### Cell sizes after repair, run 1

Scale: 6 px per um.
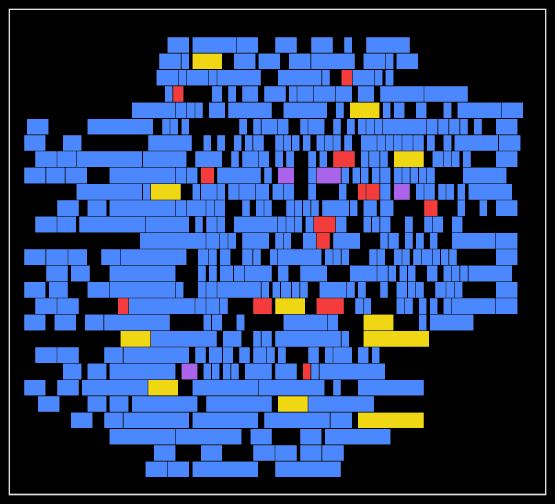
### Placed standard cells, run 1

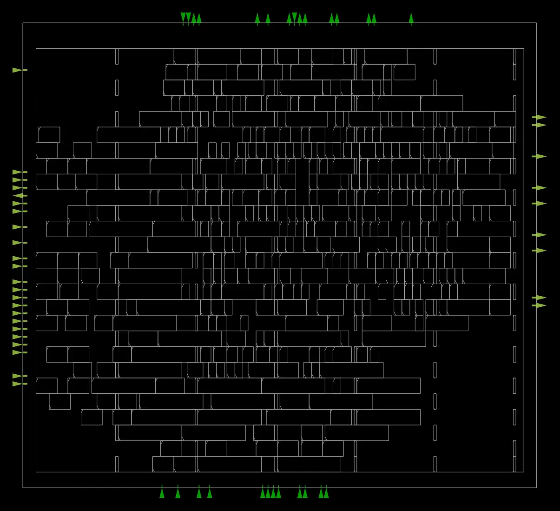
### I/O pins on the die edge, run 1

Scale: 6 px per um. Pins as bars across the die edge, other pins in grey.
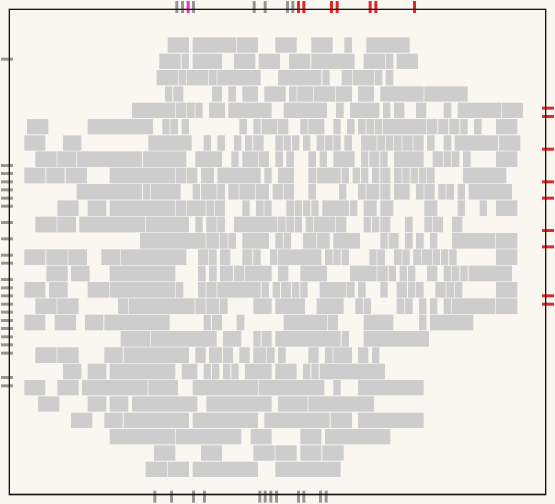
[src/rtl/addsub_serial.sv]
// Chunk-serial two's-complement adder/subtractor: processes CHUNK bits per clock,
// finishing in WIDTH/CHUNK cycles, with a valid/ready handshake on both sides.
module addsub_serial #(
  parameter int WIDTH = 16,
  parameter int CHUNK = 4
) (
  input  logic             clk,
  input  logic             rst_n,
  input  logic             in_valid,
  output logic             in_ready,
  input  logic [WIDTH-1:0] a,
  input  logic [WIDTH-1:0] b,
  input  logic             m,
  output logic             out_valid,
  input  logic             out_ready,
  output logic [WIDTH-1:0] s,
  output logic             c_out,
  output logic             v,
  output logic             z,
  output logic             n
);

  localparam int NCHUNK = WIDTH / CHUNK;
  localparam int KW     = (NCHUNK > 1) ? $clog2(NCHUNK) : 1;

  typedef enum logic [1:0] {IDLE, RUN, DONE} state_e;

  state_e           state_q, state_d;
  logic [KW-1:0]    k_q, k_d;
  logic             carry_q, carry_d;
  logic [WIDTH-1:0] s_q, s_d;
  logic             c_out_q, c_out_d;
  logic             v_q, v_d;
  logic             z_q, z_d;
  logic             n_q, n_d;
  logic [WIDTH-1:0] a_q, bx_q;

  logic [CHUNK-1:0] chunk_a, chunk_b;
  logic [CHUNK:0]   chunk_sum;
  logic             accept;

  assign accept = (state_q == IDLE) && in_valid;

  // NOTE: operand registers carry no reset; they are always loaded before being
  // read, so resetting them would only add fan-out on rst_n.
  always_ff @(posedge clk) begin
    if (rst_n && accept) begin
      a_q  <= a;
      bx_q <= b ^ {WIDTH{m}};
    end
  end

  always_comb begin
    // NOTE: every variable gets its hold value first so no path infers a latch.
    state_d   = state_q;
    k_d       = k_q;
    carry_d   = carry_q;
    s_d       = s_q;
    c_out_d   = c_out_q;
    v_d       = v_q;
    z_d       = z_q;
    n_d       = n_q;
    chunk_a   = a_q[k_q*CHUNK +: CHUNK];
    chunk_b   = bx_q[k_q*CHUNK +: CHUNK];
    chunk_sum = {1'b0, chunk_a} + {1'b0, chunk_b} + (CHUNK+1)'(carry_q);

    unique case (state_q)
      IDLE: begin
        if (in_valid) begin
          carry_d = m;
          k_d     = '0;
          state_d = RUN;
        end
      end
      RUN: begin
        s_d[k_q*CHUNK +: CHUNK] = chunk_sum[CHUNK-1:0];
        carry_d = chunk_sum[CHUNK];
        k_d     = k_q + 1'b1;
        if (k_q == KW'(NCHUNK - 1)) begin
          // Overflow when both MSB inputs agree but the sum's MSB differs,
          // equivalent to carry-in XOR carry-out of the top bit.
          c_out_d = chunk_sum[CHUNK];
          v_d     = (chunk_a[CHUNK-1] ~^ chunk_b[CHUNK-1])
                    & (chunk_sum[CHUNK-1] ^ chunk_a[CHUNK-1]);
          z_d     = (s_d == '0);
          n_d     = chunk_sum[CHUNK-1];
          k_d     = '0;
          state_d = DONE;
        end
      end
      DONE: begin
        if (out_ready) state_d = IDLE;
      end
      default: state_d = IDLE;
    endcase
  end

  // NOTE: sequential state uses non-blocking assignments so all registers
  // update together from the values present before the edge.
  always_ff @(posedge clk) begin
    if (!rst_n) begin
      state_q <= IDLE;
      k_q     <= '0;
      carry_q <= 1'b0;
      s_q     <= '0;
      c_out_q <= 1'b0;
      v_q     <= 1'b0;
      z_q     <= 1'b1;
      n_q     <= 1'b0;
    end else begin
      state_q <= state_d;
      k_q     <= k_d;
      carry_q <= carry_d;
      s_q     <= s_d;
      c_out_q <= c_out_d;
      v_q     <= v_d;
      z_q     <= z_d;
      n_q     <= n_d;
    end
  end

  assign in_ready  = (state_q == IDLE);
  assign out_valid = (state_q == DONE);
  assign s         = s_q;
  assign c_out     = c_out_q;
  assign v         = v_q;
  assign z         = z_q;
  assign n         = n_q;

endmodule

[config.mk]
export PLATFORM = sky130hd
export DESIGN_NAME = addsub_serial
export DESIGN_NICKNAME = d
export VERILOG_FILES = /design/src/rtl/addsub_serial.sv
export SDC_FILE = /design/constraint.sdc
export NUM_CORES = 1
export LEC_CHECK = 0
export ABC_AREA = 1
export ABC_CLOCK_PERIOD_IN_PS = 4300
export CAP_MARGIN = 10
export CORE_ASPECT_RATIO = 0.9
export CORE_MARGIN = 2
export CORE_UTILIZATION = 45
export DETAILED_ROUTE_END_ITERATION = 8
export PLACE_DENSITY = 0.81
export RECOVER_POWER = 50
export SLEW_MARGIN = 20
export SYNTH_ARGS = -nofsm -noshare
export SYNTH_HDL_FRONTEND = slang
export SYNTH_SLANG_ARGS = --single-unit
export TNS_END_PERCENT = 30
[constraint.sdc]
create_clock -name clk -period 4.3 [get_ports clk]
set_clock_uncertainty 0.2 [all_clocks]
set_input_delay 0.43 -clock clk [delete_from_list [all_inputs] [get_ports clk]]
set_output_delay 0.43 -clock clk [all_outputs]
set_load 0.1 [all_outputs]
==> notes.md, run 1 <==
Physical implementation

The internal portion of the total power is 0.001064 W. In this run the full chip footprint comes out at 0.007189 mm^2. STA reports a reg2reg setup slack of 1.15 ns.

A synthesized cell averages 8.537 um^2. The overall power after layout is 0.001568 W. The number of distinct standard cells referenced by the synthesized netlist is 30. The most used flip-flop cell after synthesis is edfxtp_1. The largest area contributor in the synthesized netlist is edfxtp_1.

Per the cell usage report, the commonest logic cells after layout are nand2_1 (55), nor2_1 (54), inv_1 (53). Per STA, the highest per-stage delay on the worst path measures 0.42 ns. The final critical path takes up 73.36% of the cycle. The first-pass iteration count of the detailed router is 4. On met1, the global router reports a usage of 23.68%.

For this block, wires on met1 add up to 2757 um. The number of instances in the placed design is 478. The script logs the ratio of routed vias to standard cells as 4.909. The transition time recorded at the tightest slew-check pin is 1.024 ns.

Entering global routing, the biggest net connects 30 pins. For reference, simple AND, OR, NAND and NOR cells occupy 18.92% of the area reported after synthesis. The flow measured a signed area growth from synthesis to layout of 28.80%. Per the OpenROAD timing report, the critical path contains 17 cells. The area share of fa/ha/maj cells after synthesis is 5.198%. The clock network area share is 5.557%. The number of nets handed over by synthesis was 392.

The synthesized netlist devotes 4.772% of its cell area to XOR and XNOR gates. The power of the sequential group is 0.000630 W. Counting instances in the post-synthesis netlist gives the leading cell types as nand2_1 (55), nor2_1 (54), inv_1 (53), edfxtp_1 (32). The first-pass GRT wire length is 10410 um. The most frequent cell after synthesis is nand2_1.

The flow ran to the end, and the final reports show no timing, DRC or antenna violations. The detailed router reports a met3 wire length of 346 um. The CTS report gives the tree buffer count as 9. The met3 usage is 6.578%. In the final routed layout, each cell accounts on average for 12.36 um. The number of gates resized after cts is 0.

The critical path startpoint category is a register. Multi-input gates account for 31.72% of the area. STA on the placed design reports a worst setup slack of 1.206 ns. The flow reports that the clock network draws 33.9% of the design power.

Together, buffers and inverters on the worst path number 3. The area reported by Yosys stat is 0.002937 mm^2. The area taken by flip-flops and latches is 0.001461 mm^2.

The clock-pin slew reported for the worst setup and hold paths after clock tree synthesis is 0.07 ns. The clock root buffer is clkbuf_8. The startpoint of the worst hold path is carry_q.

The DRC violation total after the first TritonRoute iteration is 141. After clock tree synthesis, the setup repair step added 0 buffers. In this run the maximum-capacitance check reported violations numbering 0. The launch point of the worst register-to-register path is recorded as k_q[0]. The synthesis run identifies the leading combinational cell family as simple AND/OR/NAND/NOR gates. The insertion delay at the late pin of the worst-skew pair is 0.34 ns. Per the detailed-route log, wirelength across all metal layers totals 6108 um. The post-synth tally of flip-flops with integrated enable is 32. The tool warning count is 31.

The arrival time reported for the critical path endpoint is 3.19 ns. The number of global-route vias before repair is 2348. In the synthesized netlist, mux cells make up 0% of the area. The via count is 2425. The global routing stage identified its most utilized layer as met2. After clock tree synthesis, the flow added hold-fix buffers numbering 0.

Counting I/O delays and the setup requirement, the final critical path takes 3.155 ns. The leakage power summed over all cells is 1.677 nW. The most critical setup path has its endpoint at z. The final weighted congestion recorded by global placement is 0.9050. Tap insertion was completed with 87 tapcells. The endpoint kind of the worst setup timing path is a register. The maximum buffer depth of the clock tree is 2.

The number of standard cells after synthesis is 344. By instance count, the cell type seen most on the critical path is nor2_1. Per the synthesis report, the single largest cell type by area occupies 32.72% of cell area. In the final layout, the multi-input gates occupy 0.001200 mm^2.

The count of cells along the worst hold path is 2. Counting flops and latches in the post-synthesis netlist gives 57. The region available for standard cell placement spans 0.006216 mm^2.

The post-route DRC violation count is 0. The final layout report lists a clock buffer count of 10. STA reports the tightest min-delay check as being of type reg -> reg.

The initial antenna violation count is 0. The fraction of registers with async set/reset is 0%. The layout report lists the non-clock buffer share of cell area as 15.75%.
-- 'Cell sizes after repair' (at the start) --
Key: x3 and x4 = purple [cells 4, share 0.98%]; x1 and smaller = blue [cells 379, share 93%]; x2 = red [cells 13, share 3.2%]; x6 and larger = yellow [cells 11, share 2.7%]
Final Cell Area: 0.003782 mm^2
setup ws final: 1.145 ns

-- 'Placed standard cells' (at the start) --
std cell rows: 27
FILL cells: 548

-- 'I/O pins on the die edge' (at the start) --
Key: s = red [pins 16, direction output, edge 9 right, 7 top]; in_ready = magenta [pins 1, direction output, edge top]
All pins by edge: 23 left, 15 top, 12 bottom, 9 right.
count of buffers from port buffering: 58
width of the die: 89.15 um
die height: 80.64 um

### I/O nets highlighted, run 1

Scale: 3 px per um.
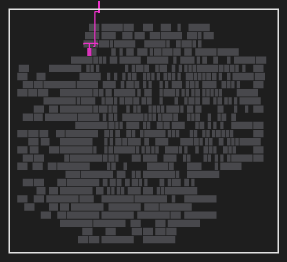

## Run 2: what changed since run 1
- ABC_CLOCK_PERIOD_IN_PS: 4300 -> 3200
- clock period: 4.3 -> 3.2 ns (I/O delays scaled with it)
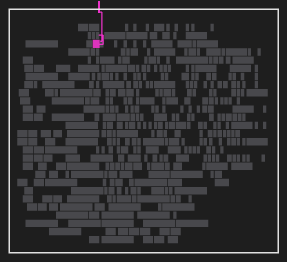
*I/O nets highlighted, run 2*
Scale: 3 px per um.
Key: in_ready = magenta [bits 1, direction output, edge top, end cells 1, buffers 1, wire 17.4 um]
num ports: 59

==> run 2 against run 1 <==
Compared with the run above:
- maximum frequency increased by 11%
- via count increased by 0.82%
- highest routed layer unchanged
- combinational power increased by about 30%
- critical path depth decreased by 1
- critical endpoint unchanged
- sequential share of layout area increased by 1.5 points
==> notes.md, run 2 <==
Physical implementation

The flow ran to the end, and the final reports show no timing, DRC or antenna violations. The area added between synthesis and finish is 24.20%. The CTS buffer count was 9 (unchanged). Ranked by instance count, the synthesized netlist is headed by nand2_1 (55), nor2_1 (54), inv_1 (53), edfxtp_1 (32). The maximum number of pins on one net before global-route repair is 33 (+10%). The length of routed met3 wiring is 388 um (+12%). The first-pass iteration count of the detailed router was 4 (unchanged).

The power of the sequential group came to 0.000851 W (+35%). The maximum buffer depth of the clock tree is 2 (unchanged). The count of buffers inserted at the top-level ports is 58 (unchanged). The post-route worst setup slack is 0.3694 ns (-0.7760 ns).

The die outline width is 89.15 um (unchanged). The design area is 0.003647 mm^2 (-3.6%). The combinational cell area excluding buffers and inverters is 0.001207 mm^2 (+0.63%). In the final report, the number of endpoints failing setup comes to 0. The top-area cell type share of the netlist area is 32.72% (unchanged). The synthesized-area fraction occupied by and/or/nand/nor cells is 18.92% (unchanged). The height of the chip is 80.64 um (unchanged). The tree is rooted in a clkbuf_8. The number of buffers and inverters on the critical path came to 4 (+1). The arrival time reported for the critical path endpoint was 2.90 ns (-0.29 ns). The critical path startpoint category is a register. The number of distinct standard cells referenced by the synthesized netlist was 30 (unchanged). The met1 layer usage reported by global route is 23.67% (about the same). The worst setup timing slack at the placement stage came to 0.2056 ns (-1.000 ns). The number of nets at floorplan was 392 (unchanged). The count of clock tree sinks is 57. The count of inserted tapcells is 87 (unchanged). Ranking logic cells in the layout by count gives the top entries nand2_1 (55), inv_1 (53), nor2_1 (51). Net switching is 33.33% of the power. The measured slew at the worst slew-check pin is 1.176 ns (+0.1518 ns). The clock-pin slew reported for the worst setup and hold paths after clock tree synthesis is 0.06 ns (about the same). The overall chip area came to 0.007189 mm^2 (unchanged).

The number of hold-repair buffers added at the cts stage is 0 (unchanged). The number of global-route vias before repair is 2421 (+3.1%). The initial antenna violation count is 0 (unchanged). The count of cells along the worst hold path is 2 (unchanged). The area share of fa/ha/maj cells after synthesis is 5.198% (unchanged).

The tool warning count is 31 (unchanged). The number of endpoints with negative hold slack in the final report is 0. Of the total standard cell area in the layout, the sequential portion is 40.10%. The worst hold path begins at carry_q. The most used routing layer is met2. The minimum period implied by the final worst setup slack is 2.831 ns (-0.3240 ns). The placeable core area is 0.006216 mm^2 (unchanged). The leakage power summed over all cells is 1.599 nW (-4.7%). Looking at the reg2reg group, the worst path starts from k_q[1].

The DRC violation total after the first TritonRoute iteration is 162 (+15%). The flip-flop and latch count after synthesis is 57 (unchanged). The met3 usage is 7.194% (+0.62 points). The number of standard cells after synthesis is 344 (unchanged). The most frequent cell after synthesis is nand2_1.

The worst setup slack for register-to-register paths is 0.37 ns (-0.78 ns). Looking at the cell usage after synthesis, the top flip-flop cell is edfxtp_1. The via count came to 2445 (+0.82%). The internal power summed over all cells is 0.001335 W (+26%). The number of core rows is 27 (unchanged). The detail-routed net length per standard cell came to 12.62 um (+2.0%). The post-layout period usage of the worst path is 88.45% (+15 points). The portion of total power attributed to the clock network is 31.3% (-2.6 points). The portion of netlist area occupied by mux cells is 0% (unchanged). In this run the worst hold path is classified as reg -> reg. The cell seen most often among critical-path stages is nand2_1. The multi-input combinational area share is 33.10% (+1.4 points). The post-synth tally of flip-flops with integrated enable is 32 (unchanged). The final estimated routing congestion in global placement is 0.8949 (-1.1%).

The detailed-route vias per instance is 4.920 (+0.22%). The cell depth of the worst setup path is 16 (-1). The worst stage delay on the critical path is 0.53 ns (+0.11 ns). On the critical path the largest part of the delay comes from simple AND/OR/NAND/NOR gates. The number of gates resized after cts was 0 (unchanged). The area taken by flip-flops and latches is 0.001463 mm^2 (about the same). The total of fill cells in the finished design came to 584 (+6.6%). The number of instances in the placed design is 481 (+0.63%). The number of diodes added for antenna fixing is 0. The fraction of registers with async set/reset came to 0% (unchanged). The number of clock-tree buffers in the layout is 12 (+2). The end of the critical path is z. TritonCTS built the clock tree. The overall power after layout is 0.002003 W (+28%). The routed metal-1 wirelength is 2807 um (+1.8%). The clock network area share is 4.974% (-0.58 points). The first-pass GRT wire length came to 10670 um (+2.4%). The dominant kind of combinational cell is simple AND/OR/NAND/NOR gates. Looking at area per cell type in the netlist, the leader is edfxtp_1. The layout buffering overhead excluding clock cells is 13.17% (-2.6 points). The Yosys step of the flow raised 0 warnings. The combinational share of power is 26.3%.

The xor-xnor portion of the synthesized cell area is 4.772% (unchanged). The endpoint kind of the worst setup timing path is a register.
Power is estimated from default activity; no workload was simulated.
